==> src/rtl/size_exploration_pkg.sv <==
// Shared types and constants for the size-exploration tile driver.
package size_exploration_pkg;

  // Operand / result width and default tile shift-register length.
  localparam int OPER_W        = 32;
  localparam int SHIFT_LEN_DEF = 32;
  localparam int BYTE_W        = 8;

  // Streaming cycle counter width (covers 2*SHIFT_LEN + max offset).
  localparam int CNT_W = 7;

  // Edges (after acceptance) at which the tile output is aligned and sampled.
  localparam int ALIGN_LO = 33;
  localparam int ALIGN_HI = 65;

  // Bit position in rsp_data of each result byte, per bus and sel level.
  localparam int LANE_LO_SEL1 = 0;   // res_lo while sel=1 -> result[7:0]
  localparam int LANE_HI_SEL1 = 16;  // res_hi while sel=1 -> result[23:16]
  localparam int LANE_LO_SEL0 = 8;   // res_lo while sel=0 -> result[15:8]
  localparam int LANE_HI_SEL0 = 24;  // res_hi while sel=0 -> result[31:24]

  typedef enum logic [1:0] {
    ST_IDLE   = 2'd0,
    ST_STREAM = 2'd1,
    ST_RESP   = 2'd2
  } state_e;

  // Counter value seen just before the capture edge E(align_edge + offset);
  // the counter is 0 after E0 and increments on every streaming edge.
  function automatic logic [CNT_W-1:0] capture_cnt(input int align_edge, input int offset);
    return CNT_W'(align_edge - 1 + offset);
  endfunction

endpackage

==> src/rtl/size_exploration_driver_if.sv <==
// Command, response and tile-side signal bundle of the driver.
interface size_exploration_driver_if;
  import size_exploration_pkg::*;

  logic              cmd_valid;
  logic              cmd_ready;
  logic [OPER_W-1:0] cmd_a;
  logic [OPER_W-1:0] cmd_b;
  logic [OPER_W-1:0] cmd_c;
  logic              ser_a;
  logic              ser_b;
  logic              ser_c;
  logic              dut_sel;
  logic [BYTE_W-1:0] res_lo;
  logic [BYTE_W-1:0] res_hi;
  logic              rsp_valid;
  logic              rsp_ready;
  logic [OPER_W-1:0] rsp_data;

  // Driver side.
  modport master (
    input  cmd_valid, cmd_a, cmd_b, cmd_c, res_lo, res_hi, rsp_ready,
    output cmd_ready, ser_a, ser_b, ser_c, dut_sel, rsp_valid, rsp_data
  );

  // Host plus tile side.
  modport slave (
    output cmd_valid, cmd_a, cmd_b, cmd_c, res_lo, res_hi, rsp_ready,
    input  cmd_ready, ser_a, ser_b, ser_c, dut_sel, rsp_valid, rsp_data
  );

endinterface

==> src/rtl/sx_rotator.sv <==
// One serial lane: parallel-load word register that rotates left and
// presents its MSB on a registered serial output.
module sx_rotator
  import size_exploration_pkg::*;
(
  input  logic              clk,
  input  logic              reset,
  input  logic              load_i,   // accept a new operand
  input  logic              shift_i,  // streaming cycle
  input  logic              clear_i,  // leave streaming: force serial output low
  input  logic [OPER_W-1:0] data_i,
  output logic              ser_o
);

  logic [OPER_W-1:0] word_q, word_d;
  logic              ser_q, ser_d;

  // Next word / serial bit: load presents the MSB immediately and stores the
  // already-rotated word so the following edge emits the next bit.
  always_comb begin
    word_d = word_q;
    ser_d  = ser_q;
    if (load_i) begin
      word_d = {data_i[OPER_W-2:0], data_i[OPER_W-1]};
      ser_d  = data_i[OPER_W-1];
    end else if (clear_i) begin
      word_d = {word_q[OPER_W-2:0], word_q[OPER_W-1]};
      ser_d  = 1'b0;
    end else if (shift_i) begin
      word_d = {word_q[OPER_W-2:0], word_q[OPER_W-1]};
      ser_d  = word_q[OPER_W-1];
    end else begin
      word_d = word_q;
      ser_d  = ser_q;
    end
  end

  // Lane state register with synchronous reset.
  always_ff @(posedge clk) begin
    if (reset) begin
      word_q <= '0;
      ser_q  <= 1'b0;
    end else begin
      word_q <= word_d;
      ser_q  <= ser_d;
    end
  end

  assign ser_o = ser_q;

endmodule

==> src/rtl/size_exploration_driver.sv <==
// Host-side driver for the size-exploration tile: streams three operands
// MSB-first into the tile's free-running shift registers and reassembles the
// 32-bit result from the two byte buses in two aligned captures.
module size_exploration_driver
  import size_exploration_pkg::*;
#(
  parameter int SHIFT_LEN      = SHIFT_LEN_DEF,
  parameter int CAPTURE_OFFSET = 0
) (
  input  logic                        clk,
  input  logic                        reset,
  size_exploration_driver_if.master   bus_if
);

  // Alignment edges move with the tile register length.
  localparam int EDGE_SHIFT = SHIFT_LEN - SHIFT_LEN_DEF;
  localparam logic [CNT_W-1:0] CNT_LO = capture_cnt(ALIGN_LO + EDGE_SHIFT, CAPTURE_OFFSET);
  localparam logic [CNT_W-1:0] CNT_HI = capture_cnt(ALIGN_HI + 2 * EDGE_SHIFT, CAPTURE_OFFSET);

  state_e              state_q, state_d;
  logic [CNT_W-1:0]    cnt_q, cnt_d;
  logic                dut_sel_q, dut_sel_d;
  logic                cmd_ready_q, cmd_ready_d;
  logic                rsp_valid_q, rsp_valid_d;
  logic [OPER_W-1:0]   rsp_data_q, rsp_data_d;
  logic                accept_s;
  logic                shift_s;
  logic                cap_hi_s;

  // FSM next state, counter, byte-select and result capture.
  always_comb begin
    state_d    = state_q;
    cnt_d      = cnt_q;
    dut_sel_d  = dut_sel_q;
    rsp_data_d = rsp_data_q;
    accept_s   = 1'b0;
    shift_s    = 1'b0;
    cap_hi_s   = 1'b0;
    case (state_q)
      ST_IDLE: begin
        if (bus_if.cmd_valid) begin
          accept_s  = 1'b1;
          cnt_d     = '0;
          dut_sel_d = 1'b1;
          state_d   = ST_STREAM;
        end else begin
          state_d = ST_IDLE;
        end
      end
      ST_STREAM: begin
        shift_s = 1'b1;
        cnt_d   = cnt_q + 7'd1;
        if (cnt_q == CNT_LO) begin
          // Low-half sample; the tile sees sel drop on this same edge.
          rsp_data_d[LANE_LO_SEL1 +: BYTE_W] = bus_if.res_lo;
          rsp_data_d[LANE_HI_SEL1 +: BYTE_W] = bus_if.res_hi;
          dut_sel_d = 1'b0;
        end else begin
          dut_sel_d = dut_sel_q;
        end
        if (cnt_q == CNT_HI) begin
          rsp_data_d[LANE_LO_SEL0 +: BYTE_W] = bus_if.res_lo;
          rsp_data_d[LANE_HI_SEL0 +: BYTE_W] = bus_if.res_hi;
          cap_hi_s = 1'b1;
          cnt_d    = '0;
          state_d  = ST_RESP;
        end else begin
          state_d = ST_STREAM;
        end
      end
      ST_RESP: begin
        if (bus_if.rsp_ready) begin
          state_d = ST_IDLE;
        end else begin
          state_d = ST_RESP;
        end
      end
      default: begin
        state_d   = ST_IDLE;
        cnt_d     = '0;
        dut_sel_d = 1'b0;
      end
    endcase
    cmd_ready_d = (state_d == ST_IDLE);
    rsp_valid_d = (state_d == ST_RESP);
  end

  // Control and response registers with synchronous reset.
  always_ff @(posedge clk) begin
    if (reset) begin
      state_q     <= ST_IDLE;
      cnt_q       <= '0;
      dut_sel_q   <= 1'b0;
      cmd_ready_q <= 1'b1;
      rsp_valid_q <= 1'b0;
      rsp_data_q  <= '0;
    end else begin
      state_q     <= state_d;
      cnt_q       <= cnt_d;
      dut_sel_q   <= dut_sel_d;
      cmd_ready_q <= cmd_ready_d;
      rsp_valid_q <= rsp_valid_d;
      rsp_data_q  <= rsp_data_d;
    end
  end

  sx_rotator u_rot_a (
    .clk     (clk),
    .reset   (reset),
    .load_i  (accept_s),
    .shift_i (shift_s),
    .clear_i (cap_hi_s),
    .data_i  (bus_if.cmd_a),
    .ser_o   (bus_if.ser_a)
  );

  sx_rotator u_rot_b (
    .clk     (clk),
    .reset   (reset),
    .load_i  (accept_s),
    .shift_i (shift_s),
    .clear_i (cap_hi_s),
    .data_i  (bus_if.cmd_b),
    .ser_o   (bus_if.ser_b)
  );

  sx_rotator u_rot_c (
    .clk     (clk),
    .reset   (reset),
    .load_i  (accept_s),
    .shift_i (shift_s),
    .clear_i (cap_hi_s),
    .data_i  (bus_if.cmd_c),
    .ser_o   (bus_if.ser_c)
  );

  assign bus_if.cmd_ready = cmd_ready_q;
  assign bus_if.dut_sel   = dut_sel_q;
  assign bus_if.rsp_valid = rsp_valid_q;
  assign bus_if.rsp_data  = rsp_data_q;

endmodule
==> src/flat_wrapper.sv <==
// flat-port wrapper written by rule: the top's interface ports become plain ports
module size_exploration_driver_flat import size_exploration_pkg::*;
#(
  parameter int SHIFT_LEN      = SHIFT_LEN_DEF,
  parameter int CAPTURE_OFFSET = 0
)
  (clk, reset, bus_if_cmd_valid, bus_if_cmd_a, bus_if_cmd_b, bus_if_cmd_c, bus_if_res_lo, bus_if_res_hi, bus_if_rsp_ready, bus_if_cmd_ready, bus_if_ser_a, bus_if_ser_b, bus_if_ser_c, bus_if_dut_sel, bus_if_rsp_valid, bus_if_rsp_data);
  size_exploration_driver_if bus_if_i ();
  input  logic clk;
  input  logic reset;
  input wire logic [$bits(bus_if_i.cmd_valid)-1:0] bus_if_cmd_valid;
  input wire logic [$bits(bus_if_i.cmd_a)-1:0] bus_if_cmd_a;
  input wire logic [$bits(bus_if_i.cmd_b)-1:0] bus_if_cmd_b;
  input wire logic [$bits(bus_if_i.cmd_c)-1:0] bus_if_cmd_c;
  input wire logic [$bits(bus_if_i.res_lo)-1:0] bus_if_res_lo;
  input wire logic [$bits(bus_if_i.res_hi)-1:0] bus_if_res_hi;
  input wire logic [$bits(bus_if_i.rsp_ready)-1:0] bus_if_rsp_ready;
  output wire logic [$bits(bus_if_i.cmd_ready)-1:0] bus_if_cmd_ready;
  output wire logic [$bits(bus_if_i.ser_a)-1:0] bus_if_ser_a;
  output wire logic [$bits(bus_if_i.ser_b)-1:0] bus_if_ser_b;
  output wire logic [$bits(bus_if_i.ser_c)-1:0] bus_if_ser_c;
  output wire logic [$bits(bus_if_i.dut_sel)-1:0] bus_if_dut_sel;
  output wire logic [$bits(bus_if_i.rsp_valid)-1:0] bus_if_rsp_valid;
  output wire logic [$bits(bus_if_i.rsp_data)-1:0] bus_if_rsp_data;
  assign bus_if_i.cmd_valid = bus_if_cmd_valid;
  assign bus_if_i.cmd_a = bus_if_cmd_a;
  assign bus_if_i.cmd_b = bus_if_cmd_b;
  assign bus_if_i.cmd_c = bus_if_cmd_c;
  assign bus_if_i.res_lo = bus_if_res_lo;
  assign bus_if_i.res_hi = bus_if_res_hi;
  assign bus_if_i.rsp_ready = bus_if_rsp_ready;
  assign bus_if_cmd_ready = bus_if_i.cmd_ready;
  assign bus_if_ser_a = bus_if_i.ser_a;
  assign bus_if_ser_b = bus_if_i.ser_b;
  assign bus_if_ser_c = bus_if_i.ser_c;
  assign bus_if_dut_sel = bus_if_i.dut_sel;
  assign bus_if_rsp_valid = bus_if_i.rsp_valid;
  assign bus_if_rsp_data = bus_if_i.rsp_data;
  size_exploration_driver #(.SHIFT_LEN(SHIFT_LEN), .CAPTURE_OFFSET(CAPTURE_OFFSET)) u_core (.clk(clk), .reset(reset), .bus_if(bus_if_i));
endmodule
==> config.mk <==
export PLATFORM = sky130hd
export DESIGN_NAME = size_exploration_driver_flat
export DESIGN_NICKNAME = d
export VERILOG_FILES = /design/src/rtl/size_exploration_pkg.sv /design/src/rtl/size_exploration_driver_if.sv /design/src/rtl/sx_rotator.sv /design/src/rtl/size_exploration_driver.sv /design/src/flat_wrapper.sv
export SDC_FILE = /design/constraint.sdc
export NUM_CORES = 1
export LEC_CHECK = 0
export CAP_MARGIN = 0
export CORE_UTILIZATION = 35
export CTS_CLUSTER_SIZE = 28
export DETAILED_ROUTE_END_ITERATION = 10
export PLACE_DENSITY = 0.68
export SYNTH_ARGS = -nofsm -noshare
export SYNTH_HDL_FRONTEND = slang
export SYNTH_HIERARCHICAL = 1
export SYNTH_SLANG_ARGS = --single-unit
==> constraint.sdc <==
create_clock -name clk -period 2.5 [get_ports clk]
set_input_delay 0.5 -clock clk [delete_from_list [all_inputs] [get_ports clk]]
set_output_delay 0.5 -clock clk [all_outputs]
set_load 0.01 [all_outputs]
io_placement.png
Drawn at 3 px/µm. Pins as bars across the die edge, other pins in gray.
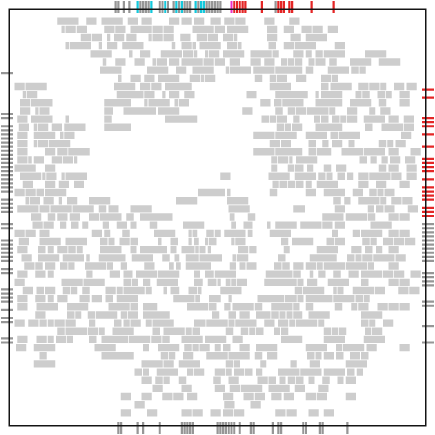
- `bus_if_res_lo`: cyan (pins 8; direction input; edge top)
- `bus_if_cmd_c`: red (pins 32; direction input; edge 19 right, 13 top)
- `bus_if_dut_sel`: magenta (pins 1; direction output; edge top)
- all pins by edge: 46 top, 43 left, 37 right, 28 bottom

layer_met4.png
Drawn at 3 px/µm.
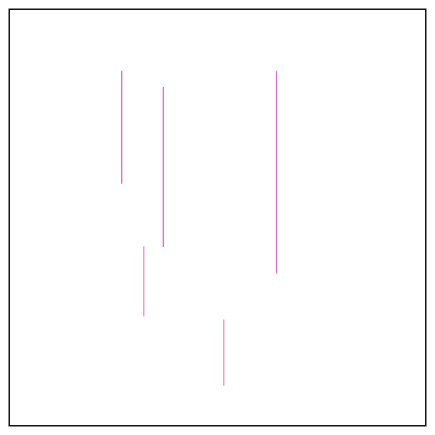
- main direction: vertical
- share of all routed wire: 1.3%
- nets with wire on the layer: 3
- wire length on this layer: 203 µm
- longest straight run: 67.3 µm

clocks.png
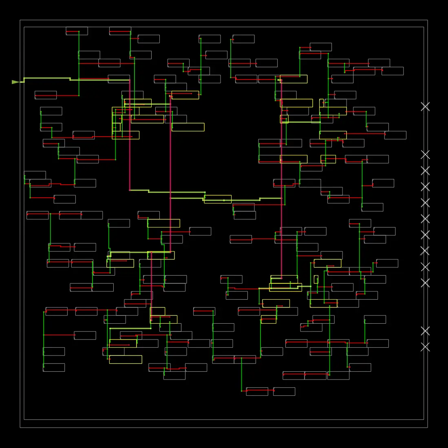
CTS Buf Count: 17
clk sinks: 143

wires.png
Drawn at 2 px/µm. Two of the layers only.
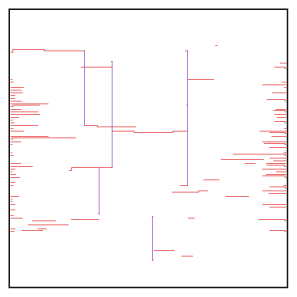
- metal 4: purple (wire length 203 µm)
- metal 3: red (wire length 838 µm)

logic_types.png
Drawn at 3 px/µm.
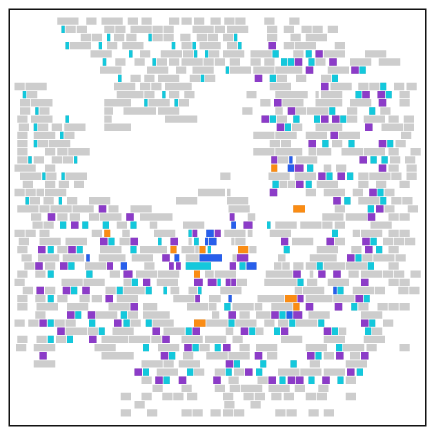
- and/or cells: orange (cells 10; where middle)
- nand cells: blue (cells 14; where middle)
- nor cells: cyan (cells 139; where all over the die)
- aoi and oai cells: purple (cells 114; where all over the die)

==> flow_summary.yaml <==
# physical design summary
outcome:
  status: "finished, violations left"
  violations: "design-rule violations"
die:
  pin_count: 154
  core_area_um2: 18100
  row_count: 49
  die-area_um2: 19100
  die_x_um: 138
  taps: 229
  initCoreUtil: 0.360
cts:
  cts_resized: 0
  cts_tree: "built"
  cts_buffer_depth: 2
  cts_root_buffer: "clkbuf_16"
  cts_setup_buffers: 0
  clkSlewWorstSetupHoldPaths_ps: 60
  hold_buffers: 0
  worstSkewPairLatency_ps: 420
  htree_levels: 4
layout:
  nNetsFinal: 876
  n_all_inverters: 7
  comb_area_um2: 3150
  buffers: 178
  most-common-layout-cells: "152 x clkdlybuf4s50_1, 143 x dfxtp_1, 128 x mux2i_1"
  diodes: 0
  area_delta_synth_final_pct: 35.1
  clock_buffer_count: 22
  largest_cell_class: "logic gates"
  seqCellArea_um2: 2860
  drive_gt1_frac: 0.0870
  buffer_area_frac: 0.202
  comb_area_frac: 0.358
  seq_share: 0.326
  seq_cell_count: 143
  fillers: 1671
  layout.cells.most_common: "clkdlybuf4s50_1"
  nMultiInputCombCells: 411
  fin_cells: 999
  fin_util: 0.486
  clock_area_frac: 0.0771
  final_area_um2: 8790
pwr:
  maxPowerGroup: "clock"
  power.switching_mw: 1.52
  p_int_mw: 4.93
  totalPowerFinal_mw: 6.46
  p_leak_nw: 3.39
  power_frac_seq: 0.399
  p_comb_mw: 0.968
  p_clk_mw: 2.92
  p_sw_frac: 0.236
  pwr-share-clk: 0.452
  pwr_density_cell_nw_per_um2: 735
  comb_power_share: 0.150
  pg_seq_mw: 2.57
  vdd_ir_drop_max_v: 0.000466
place:
  place_ws_ps: 104
  gp_congestion: 0.766
  placed_area_um2: 8110
  io_buffers: 153
  hpwlAfterDp_um: 10300
routing:
  viasPerCell: 5.34
  wl_um: 15900
  route.met2.wl_um: 7000
  top_layer: "met4"
  drc: 24
  dr_total_vias: 5332
  first_pass_iters: 7
  drtIter0Drc: 364
  dr_wl_met3_um: 838
  drtAntennaViolNets: 0
  wl_per_cell_um: 16.0
  wl_met1_um: 7900
final_timing:
  finalCriticalPeriod_ps: 2120
  fin_crit_sh: 0.847
  max_freq_ghz: 0.473
  report.final.setup_viol: 0
  finalMaxSlewViolations: 0
  finalSetupTns_ps: 0
  setup_slack_ps: 384
  skew_ps: 6.41
  holdWs_ps: 474
  slew_headroom: 0.691
  tightest_slew_ps: 463
  rsz0062_at_grt: "no"
synthesis:
  yosysMostFrequentCell: "dfxtp_1"
  simple_gate_share: 0.148
  synth_nets: 758
  yosys_register_bits: 143
  syn_inst: 640
  yosys_warnings: 6
  yosys-stat-cells: 640
  synth_area_um2: 6510
  top_area_cell: "dfxtp_1"
  synth-seq-area-share: 0.440
  top_area_frac: 0.440
  ys_area_um2: 6510
  common_cells: "143 x dfxtp_1, 128 x mux2i_1, 96 x nor4_1, 93 x a211oi_1, 40 x clkbuf_1"
  xor_share: 0.00404
  muxShareOfSynthArea: 0.197
  synthArstFlopShare: 0
  yosysUniqueCellTypes: 37
  ys.flop_type: "dfxtp_1"
  avgSynthCellArea_um2: 10.2
  netlist_top_cells_area: "dfxtp_1 44%, mux2i_1 20%, a211oi_1 11%"
  synth_adder_area_share: 0.00384
  ys_sh_aoi: 0.131
  synthTopLogicFamily: "multiplexers"
  edf_count: 0
worst_setup_path:
  cp-startpoint: "u_core/cnt_q[0]$_SDFFE_PP0P_"
  r2r_slack_ps: 380
  arrival_ps: 2440
  cp.required_ps: 2820
  ff2ff_path_depth: 7
  critPathCapture: "u_core/u_rot_c/word_q[10]$_SDFFE_PP0P_"
  setup.worst_path.class: "flop to flop"
  crit_path_end_kind: "flop"
  worstPathMaxFanout: 32
  r2r-end: "u_core/u_rot_c/word_q[10]$_SDFFE_PP0P_"
  worst_setup_path_start_kind: "flop"
grt:
  antenna_found_initial: 0
  grt_use_met3: 0.0433
  gr-usage-met2: 0.250
  track_usage: 0.169
  met1_usage: 0.239
  overflow: 0
  grt_pass1_vias: 5126
  grt_first_pass_wirelength_um: 26400
  grt.busiest_layer: "met2"
min_path:
  whs_path_depth: 2
  worst_hold_path_type: "flop to flop"
  min_to: "u_core/bus_if.dut_sel$_SDFFE_PP0P_"
  min-delay-start: "u_core/bus_if.dut_sel$_SDFFE_PP0P_"
job:
  maxCapViolCount: 0
  warnings: 27
-- state kept, by name, indices dropped and copies added, names as in the netlist --
register and flops:
u_core/u_rot_b/ser_o 1, u_core/u_rot_c/word_q 32, u_core/state_q 2, u_core/u_rot_b/word_q 32
u_core/bus_if.cmd_ready 1, u_core/u_rot_a/ser_o 1, u_core/u_rot_a/word_q 32, u_core/bus_if.rsp_valid 1
u_core/bus_if.dut_sel 1, u_core/bus_if.rsp_data 32, u_core/u_rot_c/ser_o 1, u_core/cnt_q 7
-- worst max-delay path, cell delays in order, from the launching register on --
cell and delay [ps]:
dfxtp_1 370, inv_1 80, ha_1 200, nor4b_4 150, nand3_2 90, clkinv_2 240
or3_4 580, a211oi_1 290
Power and IR drop assume default switching activity.
